**src/rtl/ps2_pkg.sv**
```systemverilog
// Shared types and scan-code constants for the PS/2 arrow-key decoder.
// The WASD codes are only acted on when PS2_WASD_EN is defined.
package ps2_pkg;

    typedef enum logic [1:0] {
        ST_IDLE    = 2'd0,
        ST_EXT     = 2'd1,
        ST_BRK     = 2'd2,
        ST_EXT_BRK = 2'd3
    } dec_state_e;

    localparam logic [7:0] SC_EXT   = 8'hE0;
    localparam logic [7:0] SC_BRK   = 8'hF0;
    localparam logic [7:0] SC_UP    = 8'h75;
    localparam logic [7:0] SC_DOWN  = 8'h72;
    localparam logic [7:0] SC_LEFT  = 8'h6B;
    localparam logic [7:0] SC_RIGHT = 8'h74;
    localparam logic [7:0] SC_W     = 8'h1D;
    localparam logic [7:0] SC_S     = 8'h1B;
    localparam logic [7:0] SC_A     = 8'h1C;
    localparam logic [7:0] SC_D     = 8'h23;
    localparam logic [7:0] SC_NUL   = 8'h00;
    localparam logic [7:0] SC_OVR   = 8'hFF;

    localparam int UP    = 3;
    localparam int DOWN  = 2;
    localparam int LEFT  = 1;
    localparam int RIGHT = 0;

    // One-hot control mask for an extended arrow code, zero for anything else.
    function automatic logic [3:0] arrow_mask(input logic [7:0] code);
        logic [3:0] m;
        m = 4'b0000;
        case (code)
            SC_UP:    m[UP]    = 1'b1;
            SC_DOWN:  m[DOWN]  = 1'b1;
            SC_LEFT:  m[LEFT]  = 1'b1;
            SC_RIGHT: m[RIGHT] = 1'b1;
            default:  m = 4'b0000;
        endcase
        return m;
    endfunction

    function automatic logic [3:0] wasd_mask(input logic [7:0] code);
        logic [3:0] m;
        m = 4'b0000;
        case (code)
            SC_W:    m[UP]    = 1'b1;
            SC_S:    m[DOWN]  = 1'b1;
            SC_A:    m[LEFT]  = 1'b1;
            SC_D:    m[RIGHT] = 1'b1;
            default: m = 4'b0000;
        endcase
        return m;
    endfunction

    function automatic logic is_overrun(input logic [7:0] code);
        return (code == SC_NUL) || (code == SC_OVR);
    endfunction

endpackage

```
**src/rtl/ps2_arrow_decoder_rx.sv**
```systemverilog
// PS/2 frame receiver: pin synchroniser, falling-edge strobe, 11-bit shifter,
// start/parity/stop check and mid-frame idle timeout.
module ps2_rx #(
    parameter int TIMEOUT_CYCLES = 50000
) (
    input  logic       clock,
    input  logic       reset,
    input  logic       ps2_clk,
    input  logic       ps2_data,
    output logic [7:0] scancode,
    output logic       code_valid,
    output logic       frame_error
);
    localparam int IW = $clog2(TIMEOUT_CYCLES + 1);

    logic [2:0]    clk_sync_q;
    logic [1:0]    data_sync_q;
    logic [3:0]    bit_cnt_q;
    logic [9:0]    shift_q;
    logic [IW-1:0] idle_cnt_q;
    logic [7:0]    scancode_q;
    logic          code_valid_q;
    logic          frame_error_q;

    logic fall;
    logic data_bit;
    logic frame_ok;

    assign fall     = clk_sync_q[2] & ~clk_sync_q[1];
    assign data_bit = data_sync_q[1];
    // shift_q holds start..parity; the stop bit is the one arriving now.
    assign frame_ok = ~shift_q[0] & (^shift_q[9:1]) & data_bit;

    always_ff @(posedge clock or negedge reset) begin
        if (!reset) begin
            // Sync chain resets to the idle line level so release makes no edge.
            clk_sync_q    <= 3'b111;
            data_sync_q   <= 2'b11;
            bit_cnt_q     <= 4'd0;
            shift_q       <= 10'd0;
            idle_cnt_q    <= '0;
            scancode_q    <= 8'h00;
            code_valid_q  <= 1'b0;
            frame_error_q <= 1'b0;
        end else begin
            clk_sync_q    <= {clk_sync_q[1:0], ps2_clk};
            data_sync_q   <= {data_sync_q[0], ps2_data};
            code_valid_q  <= 1'b0;
            frame_error_q <= 1'b0;
            if (fall) begin
                idle_cnt_q <= '0;
                if (bit_cnt_q == 4'd10) begin
                    bit_cnt_q <= 4'd0;
                    if (frame_ok) begin
                        scancode_q   <= shift_q[8:1];
                        code_valid_q <= 1'b1;
                    end else begin
                        frame_error_q <= 1'b1;
                    end
                end else begin
                    shift_q   <= {data_bit, shift_q[9:1]};
                    bit_cnt_q <= bit_cnt_q + 4'd1;
                end
            end else if (bit_cnt_q != 4'd0) begin
                if (idle_cnt_q == IW'(TIMEOUT_CYCLES - 1)) begin
                    idle_cnt_q    <= '0;
                    bit_cnt_q     <= 4'd0;
                    frame_error_q <= 1'b1;
                end else begin
                    idle_cnt_q <= idle_cnt_q + 1'b1;
                end
            end
        end
    end

    assign scancode    = scancode_q;
    assign code_valid  = code_valid_q;
    assign frame_error = frame_error_q;

endmodule

```
**src/rtl/ps2_arrow_decoder.sv**
```systemverilog
// Turns PS/2 arrow-key make/break sequences into a held {up,down,left,right}
// vector. Define PS2_WASD_EN to also accept W/S/A/D as a second key source.
module ps2_arrow_decoder
    import ps2_pkg::*;
#(
    parameter int TIMEOUT_CYCLES = 50000
) (
    input  logic       clock,
    input  logic       reset,
    input  logic       ps2_clk,
    input  logic       ps2_data,
    output logic [3:0] control,
    output logic [7:0] scancode,
    output logic       code_valid,
    output logic       frame_error
);
    dec_state_e state_q;
    logic [3:0] arrow_held_q;
    logic [3:0] wasd_held;
    logic [7:0] rx_code;
    logic       rx_valid;
    logic       rx_error;

    ps2_rx #(
        .TIMEOUT_CYCLES(TIMEOUT_CYCLES)
    ) u_rx (
        .clock      (clock),
        .reset      (reset),
        .ps2_clk    (ps2_clk),
        .ps2_data   (ps2_data),
        .scancode   (rx_code),
        .code_valid (rx_valid),
        .frame_error(rx_error)
    );

    always_ff @(posedge clock or negedge reset) begin
        if (!reset) begin
            state_q      <= ST_IDLE;
            arrow_held_q <= 4'b0000;
        end else if (rx_error) begin
            // A broken frame may have been part of a prefix; resync but keep held keys.
            state_q <= ST_IDLE;
        end else if (rx_valid) begin
            case (state_q)
                ST_IDLE: begin
                    if (rx_code == SC_EXT) begin
                        state_q <= ST_EXT;
                    end else if (rx_code == SC_BRK) begin
                        state_q <= ST_BRK;
                    end else if (is_overrun(rx_code)) begin
                        arrow_held_q <= 4'b0000;
                    end
                end
                ST_EXT: begin
                    if (rx_code == SC_BRK) begin
                        state_q <= ST_EXT_BRK;
                    end else begin
                        arrow_held_q <= arrow_held_q | arrow_mask(rx_code);
                        state_q      <= ST_IDLE;
                    end
                end
                ST_EXT_BRK: begin
                    arrow_held_q <= arrow_held_q & ~arrow_mask(rx_code);
                    state_q      <= ST_IDLE;
                end
                default: begin
                    state_q <= ST_IDLE;
                end
            endcase
        end
    end

`ifdef PS2_WASD_EN
    logic [3:0] wasd_held_q;

    always_ff @(posedge clock or negedge reset) begin
        if (!reset) begin
            wasd_held_q <= 4'b0000;
        end else if (rx_valid) begin
            if (state_q == ST_IDLE) begin
                if (is_overrun(rx_code)) begin
                    wasd_held_q <= 4'b0000;
                end else begin
                    wasd_held_q <= wasd_held_q | wasd_mask(rx_code);
                end
            end else if (state_q == ST_BRK) begin
                wasd_held_q <= wasd_held_q & ~wasd_mask(rx_code);
            end
        end
    end

    assign wasd_held = wasd_held_q;
`else
    assign wasd_held = 4'b0000;
`endif

    assign control     = arrow_held_q | wasd_held;
    assign scancode    = rx_code;
    assign code_valid  = rx_valid;
    assign frame_error = rx_error;

endmodule
```
**config.mk**
```make
export PLATFORM = sky130hd
export DESIGN_NAME = ps2_arrow_decoder
export DESIGN_NICKNAME = d
export VERILOG_FILES = /design/src/rtl/ps2_pkg.sv /design/src/rtl/ps2_arrow_decoder_rx.sv /design/src/rtl/ps2_arrow_decoder.sv
export SDC_FILE = /design/constraint.sdc
export NUM_CORES = 1
export LEC_CHECK = 0
export CORE_UTILIZATION = 55
export DETAILED_ROUTE_END_ITERATION = 8
export HOLD_SLACK_MARGIN = 0.03
export PLACE_DENSITY = 0.86
export SYNTH_ARGS = -nofsm -noshare
export SYNTH_HDL_FRONTEND = slang
export SYNTH_SLANG_ARGS = --single-unit
```
**constraint.sdc**
```tcl
create_clock -name clock -period 2.8 [get_ports clock]
set_input_delay 0.56 -clock clock [delete_from_list [all_inputs] [get_ports clock]]
set_output_delay 0.56 -clock clock [all_outputs]
set_load 0.03 [all_outputs]
```
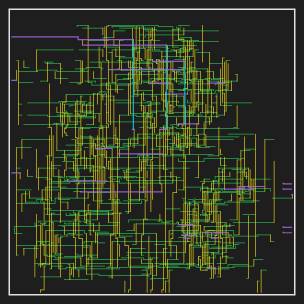
(run_1/layers.png)
(4 px per um)
Key: purple = M3 [wire length 188 um]; green = M1 [wire length 2,220 um]; cyan = M4 [wire length 59.2 um]; yellow = M2 [wire length 2,400 um]
drt wl/cell: 14.7 um
DRT Wirelength: 4870 um

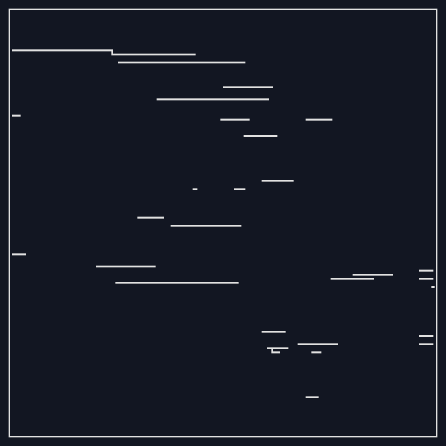
(run_1/m3.png)
(6 px per um)
The wires run mostly horizontal. The longest straight run is 20.9 um. The layer carries 188 um of wire. The layer holds 3.9% of the routed length. 22 nets have wire on it.
M3 GR Usage: 0.0499
Vias: 1,949

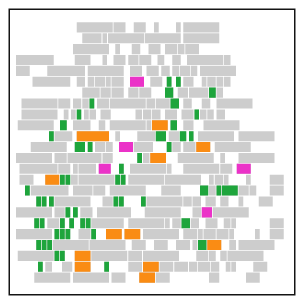
(run_1/gates.png)
(4 px per um)
Key: green = nand cells [cells 54, most used nand2_1]; magenta = non-inverting ao/oa cells [cells 5]; orange = mux cells [cells 12, most used mux2_2]
Top cell excl fill/tap: dfrtp_1
Non-Filler Instances: 330
combinational share of cell area: 0.426

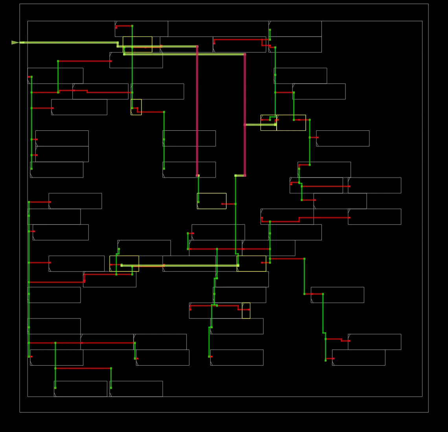
(run_1/clock_nets.png)
clk sinks: 51
# clk buffers: 6
CTS Buf Count: 5
Clock Latency Late Sink: 0.30 ns
P_clk: 404 uW

==> Slide: Implementation Results, run 1 <==
Implementation Results

Run status
  – Status: finished, final reports clean

Global route
  – Global route overflow: 0
  – GRT Util Overall: 0.214
  – GR Util met2: 0.340
  – Vias in the first global route: 1,857
  – Initial antenna violation count: 0
  – Most used routing layer: met2
  – Met1 usage: 0.289
  – First-pass GRT wire length: 8370 um
  – Pin count of the biggest net entering global routing: 30

Critical path
  – Worst EP required: ~2.2 ns
  – CP peak stage delay: 0.73 ns
  – WS Path Type: register to output port
  – Top delay family on crit path: buffers and inverters
  – Crit start category: register
  – Reg2reg setup slack: around 0.75 ns
  – RR Startpoint: u_rx.shift_q[3]
  – Reg2Reg Capture Point: u_rx.scancode[0]
  – CP arrival: 1.55 ns
  – WP buf/inv: 1
  – Reg2reg path depth: 4
  – Worst-path fanout max: 10
  – Worst path cell trace: clkdlybuf4s50_1
  – CP endpoint kind: output port
  – Crit-path slowest cell: clkdlybuf4s50_1

Placement
  – GP Congestion: 0.856
  – Placed cells: 322
  – HPWL after detailed placement: 3560 um
  – Place WS: approximately 0.74 ns
  – Number of port buffers: 17

Detailed routing
  – ANT nets after route: 0
  – Initial DRC count: roughly 110
  – First-pass iteration count of the detailed router: 6
  – DRC: 0
  – Vias per cell: slightly below 6

Synthesis
  – Synth top area cells: dfrtp_1 (44%), nand2_1 (6.0%), dfstp_2 (5.0%)
  – Area reported by Yosys stat: 2620 um^2
  – FFs w/ async S/R, synth: 1.00
  – EDFF count, synth: 0
  – Seq/Total Area, Yosys: 0.490
  – Yosys cell types: roughly 57
  – Yosys reg bits: 51
  – Largest area contributor in the netlist: dfrtp_1
  – Max-area cell share: 0.440
  – Mapped Cells: 254
  – Syn avg cell area: 10.3 um^2
  – Main synth FF type: dfrtp_1
  – Synth Cell Area: 2620 um^2
  – Ys cells: 254
  – Post-Syn Nets: roughly 260
  – Warnings, synthesis: 0

Final timing
  – Worst setup margin: 0.692 ns
  – FMAX: 474 MHz
  – Clk_skew: between 0.007 and 0.008 ns
  – Final Hold Fails: 0
  – Slew of the pin with the lowest slew margin: 0.574 ns
  – Final Max Slew Viols: 0
  – Hold_ws: 0.231 ns
  – RSZ-0062 raised after global routing: no
  – Tcrit/Tclk final: 0.753
  – Setup-failing EPs final: 0
  – Final min period: 2.11 ns
  – Slew HR: 0.614
  – Setup TNS: 0 ns

Clock tree
  – CTS tree: done
  – Setup bufs post-CTS: 0
  – Post-CTS resize count: 0
  – Clock Pin Slew Worst Setup and Hold Paths: roughly 0.09 ns
  – H-tree depth: 2
  – Clock Path Buffers: 2
  – CTS Root Cell: clkbuf_8
  – CTS hold repair buffers: 0

Floorplan
  – Die W: 71.0 um
  – # rows: 24
  – Core ar.: approximately 4500 um^2
  – Core Util at FP: 0.585
  – Chip height: 71.0 um
  – Die ar.: 5040 um^2
  – Num ports: 18

Pwr
  – Total power: 2070 uW
  – Cell Pwr Density: 703 nW/um^2
  – Worst IR Drop VDD: 0.468 mV
  – Leakage power: 0.00132 uW

Cells and area
  – Top cells excl fill/tap: dfrtp_1 (46), nand2_1 (42), clkdlybuf4s50_1 (16)
  – Layout cells sized above 1: 0.122
  – # fillers: 344
  – NumNets Final: 285
  – Antenna cell count: 0
  – Area Overhead vs Synth: 12.6%

Run
  – Max_cap viols: 0
  – OpenROAD warning count: 28

Hold path
  – Min-delay worst type: input pin to async pin
==> run 1: layout make-up <==
class | instances | area, um^2 | share of cell area
clock inverter | 2 | 12.5 | 0.00424
clock buffer | 6 | 72.6 | 0.0246
timing repair buffer | 23 | 210 | 0.0713
tap | 52 | 65.1 | 0.0221
multi-input combinational | 183 | 1260 | 0.426
inverter | 13 | 48.8 | 0.0166
sequential | 51 | 1280 | 0.435
==> run 1: power breakdown <==
group / total, uW / switching, uW / leakage (uW) / internal (uW)
combinational: 665 / 343 / 0.000605 / 322
sequential: 1000 / 144 / 0.000677 / 859
clock: 404 / 229 / 0.0000412 / 175
total: 2070 / 715 / 0.00132 / 1360
==> run 1: how the worst max path moves through the flow <==
stage / start / endpoint / slack [ns] / cells after the start
6_report: u_rx.scancode[4] / scancode[4] / 0.69 / 1
5_1_grt: u_rx.bit_cnt_q[0] / u_rx.idle_cnt_q[9] / 0.57 / 6
4_1_cts: u_rx.scancode[4] / scancode[4] / 0.69 / 1
3_5_place_dp: u_rx.shift_q[3] / u_rx.scancode[1] / 0.74 / 4
3_3_place_gp: u_rx.shift_q[6] / u_rx.scancode[2] / 0.84 / 4
2_1_floorplan: u_rx.shift_q[3] / u_rx.scancode[0] / 0.94 / 4
==> run 1: kinds of logic (layout without fill, tap and decap cells) <==
group / count (synthesis) / after routing / share of synthesized area
simple gates: 105 / 105 / 0.225
flops: 51 / 51 / 0.490
compound gates: 48 / 48 / 0.124
buf+inv: 20 / 44 / 0.0301
xor+xnor: 14 / 14 / 0.0578
mux: 12 / 12 / 0.0545
fa+ha+maj: 4 / 4 / 0.0191
==> run 1: routing by layer <==
layer  wire, um  up-vias
met3        188        7
met1       2220      940
met2       2400       44
met5          0        -
li1           -      958
met4         59        0
==> run 1: Yosys cell counts, drive strengths merged, types with 2 or more instances <==
| cell type | count |
|---|---|
| a211oi | 4 |
| a21oi | 7 |
| a311oi | 2 |
| a31oi | 3 |
| a41oi | 2 |
| and2 | 2 |
| and3 | 6 |
| and4 | 3 |
| buf | 2 |
| clkbuf | 5 |
| dfrtp | 46 |
| dfstp | 5 |
| ha | 4 |
| inv | 13 |
| mux2 | 8 |
| mux2i | 4 |
| nand2 | 42 |
| nand3 | 4 |
| nand3b | 2 |
| nand4 | 4 |
| nor2 | 14 |
| nor2b | 2 |
| nor3 | 2 |
| nor3b | 2 |
| nor4 | 3 |
| nor4b | 2 |
| nor4bb | 4 |
| o2111ai | 4 |
| o211ai | 3 |
| o21ai | 14 |
| or2b | 2 |
| or3 | 5 |
| xnor2 | 5 |
| xnor3 | 2 |
| xor2 | 7 |
==> run 1: through the flow <==
step | util | instance area (um^2)
6_report | 0.659 | 2950
2_1_floorplan | - | 2620
3_5_place_dp | 0.640 | 2860
4_1_cts | 0.659 | 2950
3_3_place_gp | 0.640 | 2860
5_1_grt | 0.659 | 2950
==> run 1: sequential cells by signal, indices dropped and copies added, names as in the netlist <==
signal / count
u_rx.scancode: 8
u_rx.shift_q: 10
state_q: 2
u_rx.data_sync_q: 2
u_rx.bit_cnt_q: 4
u_rx.frame_error: 1
u_rx.code_valid: 1
u_rx.clk_sync_q: 3
control: 4
u_rx.idle_cnt_q: 16
==> run 2, diff against run 1 <==
- CORE_UTILIZATION: 55 -> 53
- PLACE_DENSITY: 0.86 -> 0.87
- clock period: 2.8 -> 1.9 ns (I/O delays scaled with it)
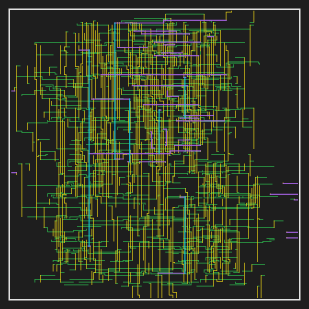
(run_2/layers.png)
(4 px per um)
Key: purple = M3 [wire length 272 um]; yellow = M2 [wire length 3,080 um]; cyan = M4 [wire length 139 um]; green = M1 [wire length 2,480 um]
GRT Util Overall: 0.237
Vias: 2,161

==> run 2 against run 1 <==
  * Global-route usage increased by 2.3 points
  * The run now ends with negative setup slack left
  * Critical path type is now register to register
  * Routed wire length increased by 23%
  * Core utilization increased by 3.5 points
==> Slide: Implementation Results, run 2 <==
Implementation Results

Synthesis
  – Synth top area cells: dfrtp_1 (44%), nand2_1 (6.0%), dfstp_2 (5.0%)
  – Yosys cell types: 57
  – FFs w/ async S/R, synth: 1.00
  – Synth Cell Area: 2620 um^2
  – Ys cells: 254
  – Area reported by Yosys stat: 2620 um^2
  – Top-count cell post-synth: dfrtp_1
  – Synth top cells by count: dfrtp_1 (46), nand2_1 (42), o21ai_0 (14)
  – EDFF count, synth: 0
  – Mapped Cells: about 250
  – Syn avg cell area: 10.3 um^2
  – Main synth FF type: dfrtp_1
  – Seq/Total Area, Yosys: 0.490
  – Max-area cell share: 0.440
  – Yosys reg bits: around 51
  – Post-Syn Nets: approximately 260
  – Warnings, synthesis: 0
  – Largest area contributor in the netlist: dfrtp_1

Final timing
  – Setup-failing EPs final: 9
  – Final Max Slew Viols: 0
  – Hold_ws: roughly 0.037 ns
  – Slew of the pin with the lowest slew margin: 0.529 ns
  – FMAX: 520 MHz
  – Tcrit/Tclk final: 1.01
  – RSZ-0062 raised after global routing: yes
  – Setup TNS: -0.109 ns
  – Final Hold Fails: 0
  – Slew HR: 0.648
  – Worst setup margin: -0.0216 ns
  – Final min period: 1.92 ns

Detailed routing
  – DRT Wirelength: 5970 um
  – Drt wl/cell: 16.0 um
  – Vias per cell: 5.79
  – First-pass iteration count of the detailed router: 4
  – DRC: 0
  – Initial DRC count: 153
  – ANT nets after route: 0

Placement
  – HPWL after detailed placement: about 3900 um
  – Post-Place Cell Area: 3070 um^2
  – Number of port buffers: 17
  – GP Congestion: 0.890

Run
  – OpenROAD warning count: 29
  – Max_cap viols: 0

Critical path
  – Crit-path slowest cell: xnor3_2
  – WP buf/inv: 0
  – WS Path Type: register to register
  – CP endpoint kind: register
  – Crit start category: register
  – Worst EP required: roughly 2.1 ns
  – CP peak stage delay: 0.49 ns
  – Top delay family on crit path: multiplexers
  – Worst-path fanout max: 9
  – Worst path cell trace: xor2_1 > xnor3_2 > mux2i_4 > mux2_2
  – CP arrival: 2.12 ns

Floorplan
  – Core ar.: 4720 um^2
  – Chip height: 72.3 um
  – # rows: 25
  – Die W: 72.3 um
  – Core Util at FP: 0.554
  – Die ar.: 5220 um^2
  – Num ports: 18

Cells and area
  – Top cell excl fill/tap: dfrtp_1
  – Layout cells sized above 1: 0.245
  – Most flop-heavy register: u_rx.idle_cnt_q
  – Area Overhead vs Synth: 25.3%
  – Largest register FFs: 16
  – Design Area, Final: roughly 3300 um^2
  – # fillers: 340
  – Antenna cell count: 0
  – NumNets Final: 313
  – Register area: 1280 um^2
  – Comb area: approximately 1300 um^2
  – Top cells excl fill/tap: dfrtp_1 (46), nand2_1 (42), buf_4 (32)

Clock tree
  – Clock Path Buffers: 2
  – Clk sinks: 51
  – Clock Pin Slew Worst Setup and Hold Paths: ~0.09 ns
  – CTS Buf Count: 5
  – CTS Root Cell: clkbuf_8
  – CTS tree: done
  – CTS hold repair buffers: 0
  – H-tree depth: 2

Hold path
  – Min-delay worst type: input pin to async pin

Global route
  – Vias in the first global route: 2,081
  – Global route overflow: 0
  – Initial antenna violation count: 0
  – First-pass GRT wire length: 9490 um
  – Pin count of the biggest net entering global routing: 31

Pwr
  – Cell Pwr Density: 1080 nW/um^2
  – Leakage power: 0.00157 uW
  – Total power: approximately 3600 uW
  – Worst IR Drop VDD: 0.560 mV

Run status
  – Failing checks: negative setup slack
  – Status: finished with violations
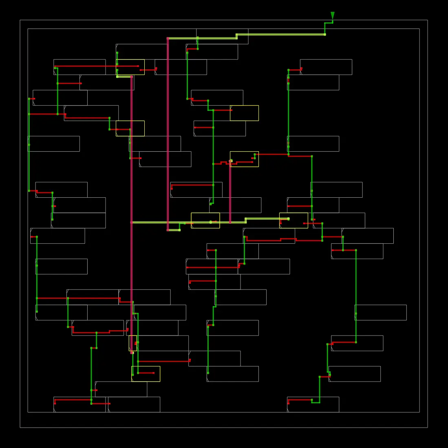
(run_2/clock_nets.png)
P_clk: 674 uW
# clk buffers: 8
clk_skew: 0.00863 ns
Clock Latency Late Sink: 0.31 ns

-- run 2: netlist changes by cell type in the layout (fill, tap and decap cells not counted), moves of 3 or more --
cell             previous run  this run
clkdlybuf4s50_1            16        11
o21ai_1                     0         3
dlymetal6s2s_1              0         4
buf_4                       6        32
o21ai_0                    14        11
-- run 2: cells by family after synthesis --
logic type,after synthesis,synth area share
AOI/OAI and AO/OA,48,0.124
xor gates and xnor gates,14,0.0578
adders and majority gates,4,0.0191
buffers and inverters,20,0.0301
DFF,51,0.490
muxes,12,0.0545
and+or+nand+nor,105,0.225
-- run 2: final timing paths --
path	from	endpoint	slack [ns]	cells after the start
worst max-delay path	u_rx.shift_q[3]	u_rx.scancode[3]	-0.02	4
worst max register to register	u_rx.shift_q[3]	u_rx.scancode[3]	-0.02	4
max in group asynchronous	reset	u_rx.scancode[3]	1.33	2
worst min-delay path	reset	u_rx.idle_cnt_q[10]	0.04	1
worst min register to register	u_rx.clk_sync_q[0]	u_rx.clk_sync_q[1]	0.36	0
min in group clock	u_rx.clk_sync_q[0]	u_rx.clk_sync_q[1]	0.36	0
-- run 2: worst reg2reg max path: cells and delay by family (launching register included) --
| family | cells | cell delay (ns) |
|---|---|---|
| DFF | 1 | 0.40 |
| muxes | 2 | 0.75 |
| xor gates and xnor gates | 2 | 0.67 |
-- run 2: repair_timing --
| item | 4_1_cts | 5_1_grt |
|---|---|---|
| buffers inserted | 1 | 5 |
| endpoints found under the setup margin | 24 | 19 |
| gates cloned | 0 | 0 |
| gates resized | 6 | 18 |
| pin swaps | 2 | 6 |
-- run 2: area by class of cell --
type                    count  share of cell area
well taps                  67              0.0256
inverters                  13              0.0149
flip-flops and latches     51               0.391
repair buffers             51               0.136
multi-input cells         183               0.402
clock buffers               8              0.0305
-- run 2: per-layer routing --
metal,share of wire,up-vias,GRT usage
met4,0.023,0,0.102
li1,-,1016,-
met5,0,-,0
met1,0.42,1070,0.318
met3,0.046,13,0.0375
met2,0.52,62,0.385
-- run 2: report_power, final --
part / internal [uW] / switching [uW] / total, uW
registers: 1270 / 204 / 1470
logic: 741 / 667 / 1410
clock network: 333 / 341 / 674
-- run 2: stage by stage --
stage	instances	setup WS (ns)	util
detailed placement	361	-0.385	0.651
floorplan	254	0.0411	-
CTS	370	0.00155	0.681
global placement	361	-0.201	0.651
global route	373	-0.0931	0.694
finish	373	-0.0216	0.694
==> run 3, diff against run 2 <==
- CAP_MARGIN: not set -> 20
- SKIP_LAST_GASP: not set -> 1
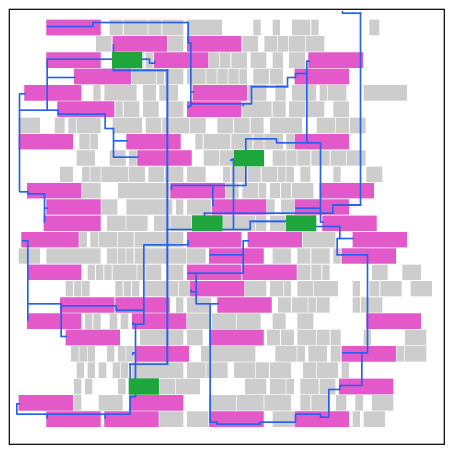
(run_3/clock_wires.png)
(6 px per um)
Key: green = clock-net drivers [count 5]; magenta = flip-flops [count 51]; blue = clock wires [length 634 um]
Position of the flops: spread over the die.
P_clk: 691 uW
clk_skew: 0.0160 ns
Clk pwr share: 0.191
Clock Latency Late Sink: 0.32 ns

==> run 3 against run 2 <==
  * The run still ends with negative setup slack left
  * Die size unchanged
  * Via count increased by 0.60%
  * Non-clock buffer count unchanged
  * Clock skew increased by 0.0074 ns
  * Sequential share of layout area decreased by 0.47 points
  * Sequential power about the same
  * Largest power group unchanged
==> Slide: Implementation Results, run 3 <==
Implementation Results

Synthesis
  – Synth top cells by count: dfrtp_1 (46), nand2_1 (42), o21ai_0 (14)
  – Area reported by Yosys stat: 2620 um^2
  – Syn avg cell area: 10.3 um^2
  – Top-count cell post-synth: dfrtp_1
  – FFs w/ async S/R, synth: 1.00
  – Ys cells: approximately 250
  – Synth top area cells: dfrtp_1 (44%), nand2_1 (6.0%), dfstp_2 (5.0%)
  – Seq/Total Area, Yosys: 0.490
  – EDFF count, synth: 0
  – Post-Syn Nets: 262
  – Mapped Cells: 254
  – Main synth FF type: dfrtp_1
  – Yosys cell types: 57

Critical path
  – Reg2reg setup slack: -0.07 ns
  – WP buf/inv: 1
  – WS Path Type: register to register
  – RR Startpoint: u_rx.shift_q[6]
  – Worst Setup EP: u_rx.scancode[0]
  – CP endpoint kind: register
  – Crit. Startpoint: u_rx.shift_q[6]
  – Crit-path slowest cell: xnor3_2
  – CP arrival: 2.17 ns
  – Worst path cell trace: xor2_1 > xnor3_2 > mux2i_4 > clkbuf_16 > mux2_2

Floorplan
  – Core Util at FP: 0.554
  – Die ar.: 5220 um^2
  – # rows: 25
  – Chip height: between 70 and 80 um
  – Num ports: 18

Clock tree
  – Clock Pin Slew Worst Setup and Hold Paths: 0.10 ns
  – CTS tree: done
  – Clock Path Buffers: 2
  – Clk sinks: around 51
  – CTS Buf Count: 5

Detailed routing
  – ANT nets after route: 0
  – DRT Wirelength: approximately 6300 um
  – Drt wl/cell: ~17 um
  – DRC: 0
  – Vias per cell: 5.83

Hold path
  – Min-delay worst type: input pin to async pin

Global route
  – Global route overflow: 0
  – Vias in the first global route: between 2,000 and 2,500
  – Initial antenna violation count: 0
  – First-pass GRT wire length: between 9000 and 10,000 um

Pwr
  – Comb pwr share: 0.402
  – Leakage power: 0.00156 uW
  – P_sw: 1260 uW
  – Worst IR Drop VDD: 0.598 mV
  – Sw frac: 0.349

Final timing
  – Final Hold Fails: 0
  – Slew HR: 0.650
  – Worst setup margin: -0.0671 ns
  – RSZ-0062 raised after global routing: yes
  – Setup-failing EPs final: 9

Cells and area
  – Antenna cell count: 0
  – Top cells excl fill/tap: dfrtp_1 (46), nand2_1 (42), buf_4 (28)
  – Area Overhead vs Synth: 26.8%
  – NumNets Final: 313
  – Most flop-heavy register: u_rx.idle_cnt_q
  – Layout cells sized above 1: 0.239
  – Final design utilization: 0.703

Run status
  – Status: finished with violations
  – Failing checks: negative setup slack

Placement
  – Number of port buffers: 17
  – GP Congestion: 0.890
  – HPWL after detailed placement: 3900 um
  – Placed cells: around 360
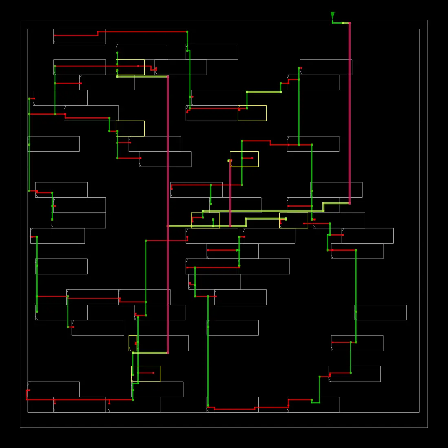
(run_3/clock_nets.png)
flop count: 51

[run 3: per-stage QoR]
step	setup WS [ns]	total power, uW	area, um^2
global placement	-0.201	2650	3070
finish	-0.0671	3610	3320
global route	-0.0924	3780	3320
floorplan	0.0411	2220	2620
detailed placement	-0.385	2730	3070
CTS	-0.0118	3430	3210
[run 3: area by class of cell]
class	count	area, um^2
inverter	13	48.8
sequential	51	1280
timing repair buffer	51	478
tap	67	83.8
fill	322	1400
multi-input combinational	183	1330
clock buffer	8	100
[run 3: how the worst min path moves through the flow]
stage,endpoint,depth (start not counted)
final,u_rx.idle_cnt_q[11],1
after floorplan,control[0],0
after global placement,u_rx.clk_sync_q[1],0
after CTS,u_rx.idle_cnt_q[10],1
after detailed placement,u_rx.clk_sync_q[1],0
after global routing,u_rx.idle_cnt_q[11],1
[run 3: what timing repair did]
| item | in CTS | in global routing |
|---|---|---|
| hold endpoints to repair | 0 | 0 |
| setup endpoints to repair | 24 | 23 |
| cloned | 0 | 1 |
| buffers inserted | 1 | 2 |
| pin swaps | 2 | 5 |
| resized | 5 | 17 |
[run 3: worst register-to-register path: stages (launching register included)]
cell and delay, ns:
dfrtp_1 0.40, xor2_1 0.19, xnor3_2 0.49, mux2i_4 0.26, clkbuf_16 0.19, mux2_2 0.32
[run 3: kinds of logic (layout without fill, tap and decap cells)]
group                      after synthesis  count (layout)  share of synthesized area
DFF                                     51              51                      0.490
adders and majority gates                4               4                     0.0191
AOI/OAI and AO/OA                       48              48                      0.124
buffers and inverters                   20              72                     0.0301
muxes                                   12              12                     0.0545
xor gates and xnor gates                14              14                     0.0578
and+or+nand+nor                        105             105                      0.225
[run 3: layer usage]
metal	up-vias	GRT usage	part of all wire
met5	-	0	0
met4	0	0.105	0.026
met3	17	0.0417	0.041
met2	82	0.391	0.51
met1	1059	0.326	0.43
li1	1016	-	-
[run 3: power groups by stage]
stage / logic [uW] / registers, uW / clock network (uW)
after floorplan: 737 / 1480 / 0
final: 1450 / 1470 / 691
after detailed placement: 1260 / 1470 / 0
after CTS: 1290 / 1450 / 691
after global routing: 1540 / 1490 / 754
after global placement: 1200 / 1450 / 0
Power figures rest on the tool's default switching activity, not on a simulated workload.
